### config.mk
export PLATFORM = sky130hd
export DESIGN_NAME = microseq_decoder_p
export DESIGN_NICKNAME = d
export VERILOG_FILES = /design/src/rtl/microseq_decoder_p.sv
export SDC_FILE = /design/constraint.sdc
export NUM_CORES = 1
export LEC_CHECK = 0
export CORE_MARGIN = 3
export CORE_UTILIZATION = 50
export CTS_BUF_LIST = sky130_fd_sc_hd__clkbuf_8
export DETAILED_ROUTE_END_ITERATION = 12
export PLACE_DENSITY = 0.78
export SYNTH_ARGS = -nofsm -noshare
export SYNTH_HDL_FRONTEND = slang
export SYNTH_SLANG_ARGS = --single-unit
### constraint.sdc
create_clock -name clk -period 3.6 [get_ports clk]
set_input_delay 1.08 -clock clk [delete_from_list [all_inputs] [get_ports clk]]
set_output_delay 1.08 -clock clk [all_outputs]
set_load 0.02 [all_outputs]
### src/rtl/microseq_decoder_p.sv
// microseq_decoder_p: stateful microsequencer decoder (PC, R, return stack); in: clk rst_n id instr_in cc_in instr_en d_in; out: y y_oe pc_out r_out sp stack_full stack_empty ovf unf
module microseq_decoder_p #(
  parameter int ADDR_W = 12,
  parameter int STACK_DEPTH = 8,
  parameter int ID_W = 3,
  parameter logic [ID_W-1:0] DEC_ID = 3'b010
) (
  input  logic clk,
  input  logic rst_n,
  input  logic [ID_W-1:0] id,
  input  logic [4:0] instr_in,
  input  logic cc_in,
  input  logic instr_en,
  input  logic [ADDR_W-1:0] d_in,
  output logic [ADDR_W-1:0] y,
  output logic y_oe,
  output logic [ADDR_W-1:0] pc_out,
  output logic [ADDR_W-1:0] r_out,
  output logic [$clog2(STACK_DEPTH+1)-1:0] sp,
  output logic stack_full,
  output logic stack_empty,
  output logic ovf,
  output logic unf
);
  localparam int SW = $clog2(STACK_DEPTH+1);
  localparam int IW = $clog2(STACK_DEPTH);
  localparam logic [ADDR_W-1:0] ONE = ADDR_W'(1);
  localparam logic [SW-1:0] SP1 = SW'(1);
  logic [ADDR_W-1:0] stack [STACK_DEPTH];
  logic [ADDR_W-1:0] pc, r, pc1, tos, rd;
  logic [ADDR_W-1:0] n_pc, n_r, n_y;
  logic [SW-1:0] n_sp;
  logic n_oe, n_ovf, n_unf, push;
  assign pc_out = pc;
  assign r_out = r;
  assign stack_full = sp == SW'(STACK_DEPTH);
  assign stack_empty = sp == '0;
  assign pc1 = pc + ONE;
  assign rd = r + d_in;
  assign tos = stack[IW'(sp - SP1)];
  always_comb begin
    n_pc = pc;
    n_r = r;
    n_y = y;
    n_sp = sp;
    n_oe = 1'b0;
    n_ovf = ovf;
    n_unf = unf;
    push = 1'b0;
    if (id == DEC_ID) begin
      n_oe = 1'b1;
      if (instr_en) begin
        case (instr_in)
          5'b01000: begin n_y = pc; n_r = pc; n_pc = pc1; end
          5'b01001: begin n_y = rd; n_r = rd; n_pc = rd + ONE; end
          5'b01010: begin n_r = d_in; n_y = pc; n_pc = pc1; end
          5'b01011: begin
            n_y = pc;
            n_pc = pc1;
            push = !stack_full;
            n_sp = stack_full ? sp : sp + SP1;
            n_ovf = ovf | stack_full;
          end
          5'b01100: begin
            n_y = stack_empty ? pc : tos;
            n_pc = stack_empty ? pc1 : tos + ONE;
            n_sp = stack_empty ? sp : sp - SP1;
            n_unf = unf | stack_empty;
          end
          5'b01101: begin
            n_y = cc_in ? d_in : pc;
            n_pc = cc_in ? d_in + ONE : pc1;
          end
          5'b01110: begin
            // Nonzero R with a return address loops back to TOS; otherwise fall through, popping the loop entry when R ran out
            n_y = (r != '0 && !stack_empty) ? tos : pc;
            n_pc = (r != '0 && !stack_empty) ? tos + ONE : pc1;
            n_r = (r != '0 && !stack_empty) ? r - ONE : r;
            n_sp = (r == '0 && !stack_empty) ? sp - SP1 : sp;
            n_unf = unf | stack_empty;
          end
          5'b01111: begin
            n_y = '0;
            n_pc = '0;
            n_r = '0;
            n_sp = '0;
            n_ovf = 1'b0;
            n_unf = 1'b0;
          end
          default: n_oe = 1'b0;
        endcase
      end
    end
  end
  always_ff @(posedge clk or negedge rst_n) begin
    if (!rst_n) begin
      pc <= '0;
      r <= '0;
      y <= '0;
      sp <= '0;
      y_oe <= 1'b0;
      ovf <= 1'b0;
      unf <= 1'b0;
    end else begin
      pc <= n_pc;
      r <= n_r;
      y <= n_y;
      sp <= n_sp;
      y_oe <= n_oe;
      ovf <= n_ovf;
      unf <= n_unf;
    end
  end
  always_ff @(posedge clk) begin
    if (push) stack[IW'(sp)] <= pc1;
  end
endmodule

**Run 1: metal 3**

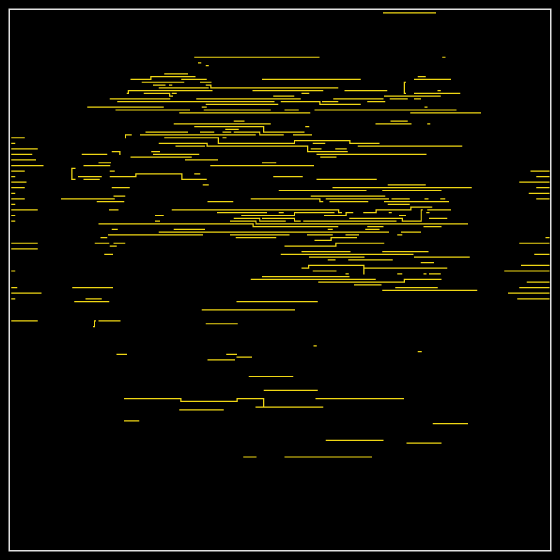
- wire length on this layer: 2360 um
- share of all routed wire: 10%
number of vias after detailed routing: 6801
detailed-route wire length: 23.05 mm
global-route track usage on met3: 6.870%

**Run 1: the metal 2 layer**

Bar = 50 um.
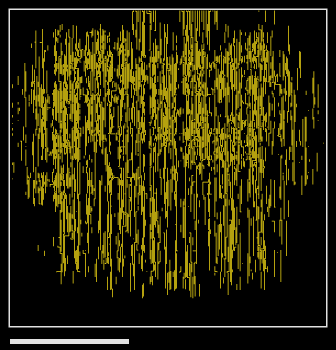
- nets with wire on the layer: 792
- main direction: vertical
- wire length on this layer: 10700 um
- longest straight run: 55.1 um
- share of all routed wire: 46%
met2 global-route usage: 40.45%

**Run 1: where the registers sit**

Bar = 50 um. Other sequential cells in the stronger grey, the rest of the logic in the fainter grey.
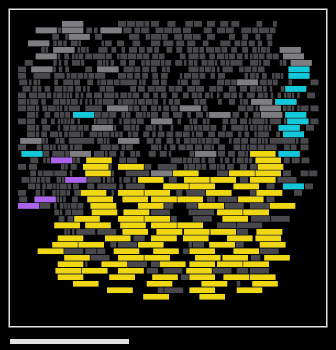
- `stack`: yellow (flops 96)
- `y`: cyan (flops 12)
- `sp`: purple (flops 4; where left middle)
power of the sequential group: 2.16 mW
fraction of area in registers: 40.17%
Sequential Area: 3959 um2

==> flow report, run 1 <==
RUN STATUS
------------------------------------------------------------------------------------
Outcome                                                                 complete, no violations

TIMING
------------------------------------------------------------------------------------
Worst hold slack                                                           0.4811 ns
Total negative slack                                                            0 ns
Max Transition Viols Final                                                         0
Post-layout period usage of the worst path                                    96.54%

LOGIC SYNTHESIS
------------------------------------------------------------------------------------
Cell count after synthesis                                                       698
Post-synth regs                                                                  139
Simple-Gate Area Share                                                        13.39%
Cell accounting for the most synthesized area                               edfxtp_1
Net count of the mapped netlist                                                  742
Most frequent cells after synthesis                                     96 x edfxtp_1, 66 x nand2_1, 45 x nor2_1

DIE
------------------------------------------------------------------------------------
Die area                                                                   17500 um2
Pre-placement core utilization                                                51.68%
Die span in y                                                               132.3 um

POWER
------------------------------------------------------------------------------------
Leak Pwr                                                                    3.727 nW
Combinational-cell power consumption                                         2.56 mW
Clk. pwr                                                                     1.34 mW

CLOCK TREE
------------------------------------------------------------------------------------
Register clock-pin slew on the reported worst setup and hold paths           0.09 ns
Clock tree from TritonCTS                                                       done
Htree depth                                                                        4

PLACE
------------------------------------------------------------------------------------
Instance count after placement with tap cells included                          1028
Weighted congestion at the end of routability-driven global placement          1.030

CRITICAL PATH
------------------------------------------------------------------------------------
Critical Path Stages                                                              10
Ordered cell list for the critical path                                 clkdlybuf4s50_1 -> ha_1 -> fa_1 -> a21o_1 -> a21oi_2 -> xor2_1 -> nor4_2 -> and3_1 -> nand4_1 -> a41o_1
CP arrival                                                                   3.82 ns
Register-to-Register Path Depth                                                   10
R2R Setup Slk                                                                0.29 ns
Longest individual stage delay on the worst path                             0.45 ns

FINISH
------------------------------------------------------------------------------------
Most flops, register                                                           stack
Non-CTS inverters                                                                 14
Cell kind with the greatest summed area                                    registers
Antenna diodes                                                                     0

DRT
------------------------------------------------------------------------------------
Detail Route met3 WL                                                        2.363 mm

GRT
------------------------------------------------------------------------------------
Antenna violations before repair                                                   0

JOB
------------------------------------------------------------------------------------
Max cap viols                                                                      0

==> run 1 -> run 2 <==
HOLD_SLACK_MARGIN = 0.02   (was default)
==> run 2 against run 1 <==
Wire length is the same. Critical endpoint unchanged. Non-clock buffer count is the same. Final area is the same. Critical path type unchanged.
==> flow report, run 2 <==
GRT
------------------------------------------------------------------------------------
Layer with the highest usage after global routing                               met2
Met2 global-route usage                                                       40.45%
Antenna violations before repair                                                   0

FINISH
------------------------------------------------------------------------------------
Most flops, register                                                           stack
Non-CTS inverters                                                                 14
Sequential Area                                                             3959 um2
Antenna diodes                                                                     0
Cell kind with the greatest summed area                                    registers

RUN STATUS
------------------------------------------------------------------------------------
Outcome                                                                 complete, no violations

LOGIC SYNTHESIS
------------------------------------------------------------------------------------
Simple-Gate Area Share                                                        13.39%
Cell accounting for the most synthesized area                               edfxtp_1
Cell count after synthesis                                                       698
Post-synth regs                                                                  139
Net count of the mapped netlist                                                  742
Most frequent cells after synthesis                                     96 x edfxtp_1, 66 x nand2_1, 45 x nor2_1
Number of distinct library cells after synthesis                                  71

PLACE
------------------------------------------------------------------------------------
Instance count after placement with tap cells included                          1028
Weighted congestion at the end of routability-driven global placement          1.030

CLOCK TREE
------------------------------------------------------------------------------------
Clock tree from TritonCTS                                                       done
Htree depth                                                                        4
Register clock-pin slew on the reported worst setup and hold paths           0.09 ns

POWER
------------------------------------------------------------------------------------
Power of the sequential group                                                2.16 mW
Leak Pwr                                                                    3.727 nW
Clk. pwr                                                                     1.34 mW

TIMING
------------------------------------------------------------------------------------
Worst hold slack                                                           0.4811 ns
Total negative slack                                                            0 ns
Max Transition Viols Final                                                         0
Post-layout period usage of the worst path                                    96.54%

CRITICAL PATH
------------------------------------------------------------------------------------
Longest individual stage delay on the worst path                             0.45 ns
R2R Setup Slk                                                                0.29 ns
Ordered cell list for the critical path                                 clkdlybuf4s50_1 -> ha_1 -> fa_1 -> a21o_1 -> a21oi_2 -> xor2_1 -> nor4_2 -> and3_1 -> nand4_1 -> a41o_1
Critical Path Stages                                                              10
Register-to-Register Path Depth                                                   10

DRT
------------------------------------------------------------------------------------
Average routed wire per standard cell                                       21.77 um
Number of vias after detailed routing                                           6801
Detail Route met3 WL                                                        2.363 mm
Detailed-route wire length                                                  23.05 mm

DIE
------------------------------------------------------------------------------------
Pre-placement core utilization                                                51.68%
Die area                                                                   17500 um2
Die span in y                                                               132.3 um

JOB
------------------------------------------------------------------------------------
Max cap viols                                                                      0

**Run 2: routing congestion**

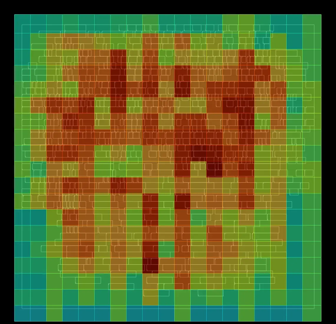
M1 GR Usage: 37.53%
core utilization of the finished layout: 63.88%

**Run 2: metal 3**

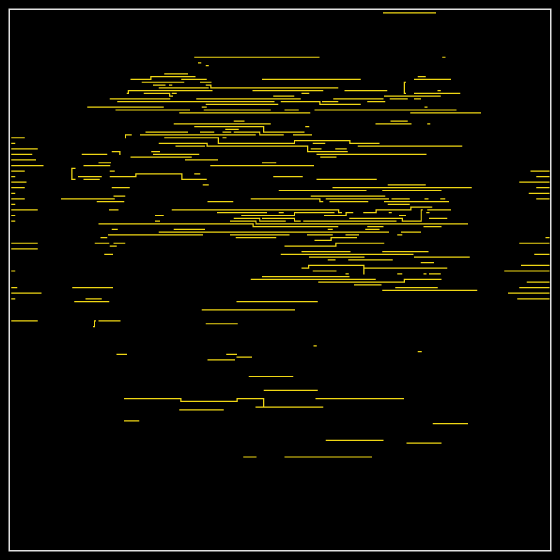
- wire length on this layer: 2360 um
- main direction: horizontal

**Run 2: logic cells by family**

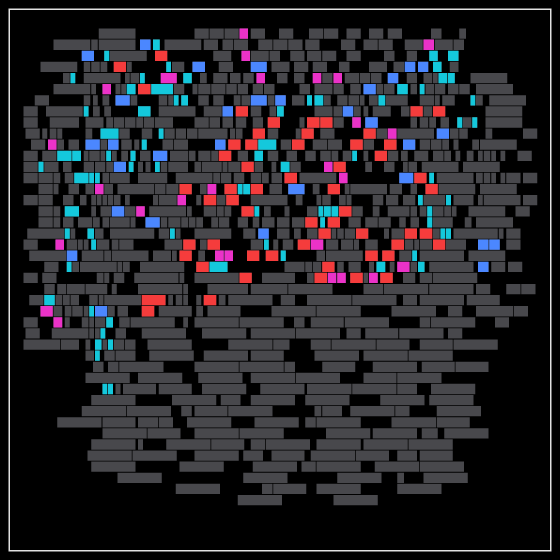
- non-inverting ao/oa cells: blue (cells 31)
- and/or cells: magenta (cells 27)
- nor cells: cyan (cells 78)
- xor and xnor cells: red (cells 57)
multi-input logic portion of the cell area: 38.61%
post-route insts no fill: 1059
most common cell after layout, fill and taps aside: edfxtp_1

Power is estimated from default activity; no workload was simulated.
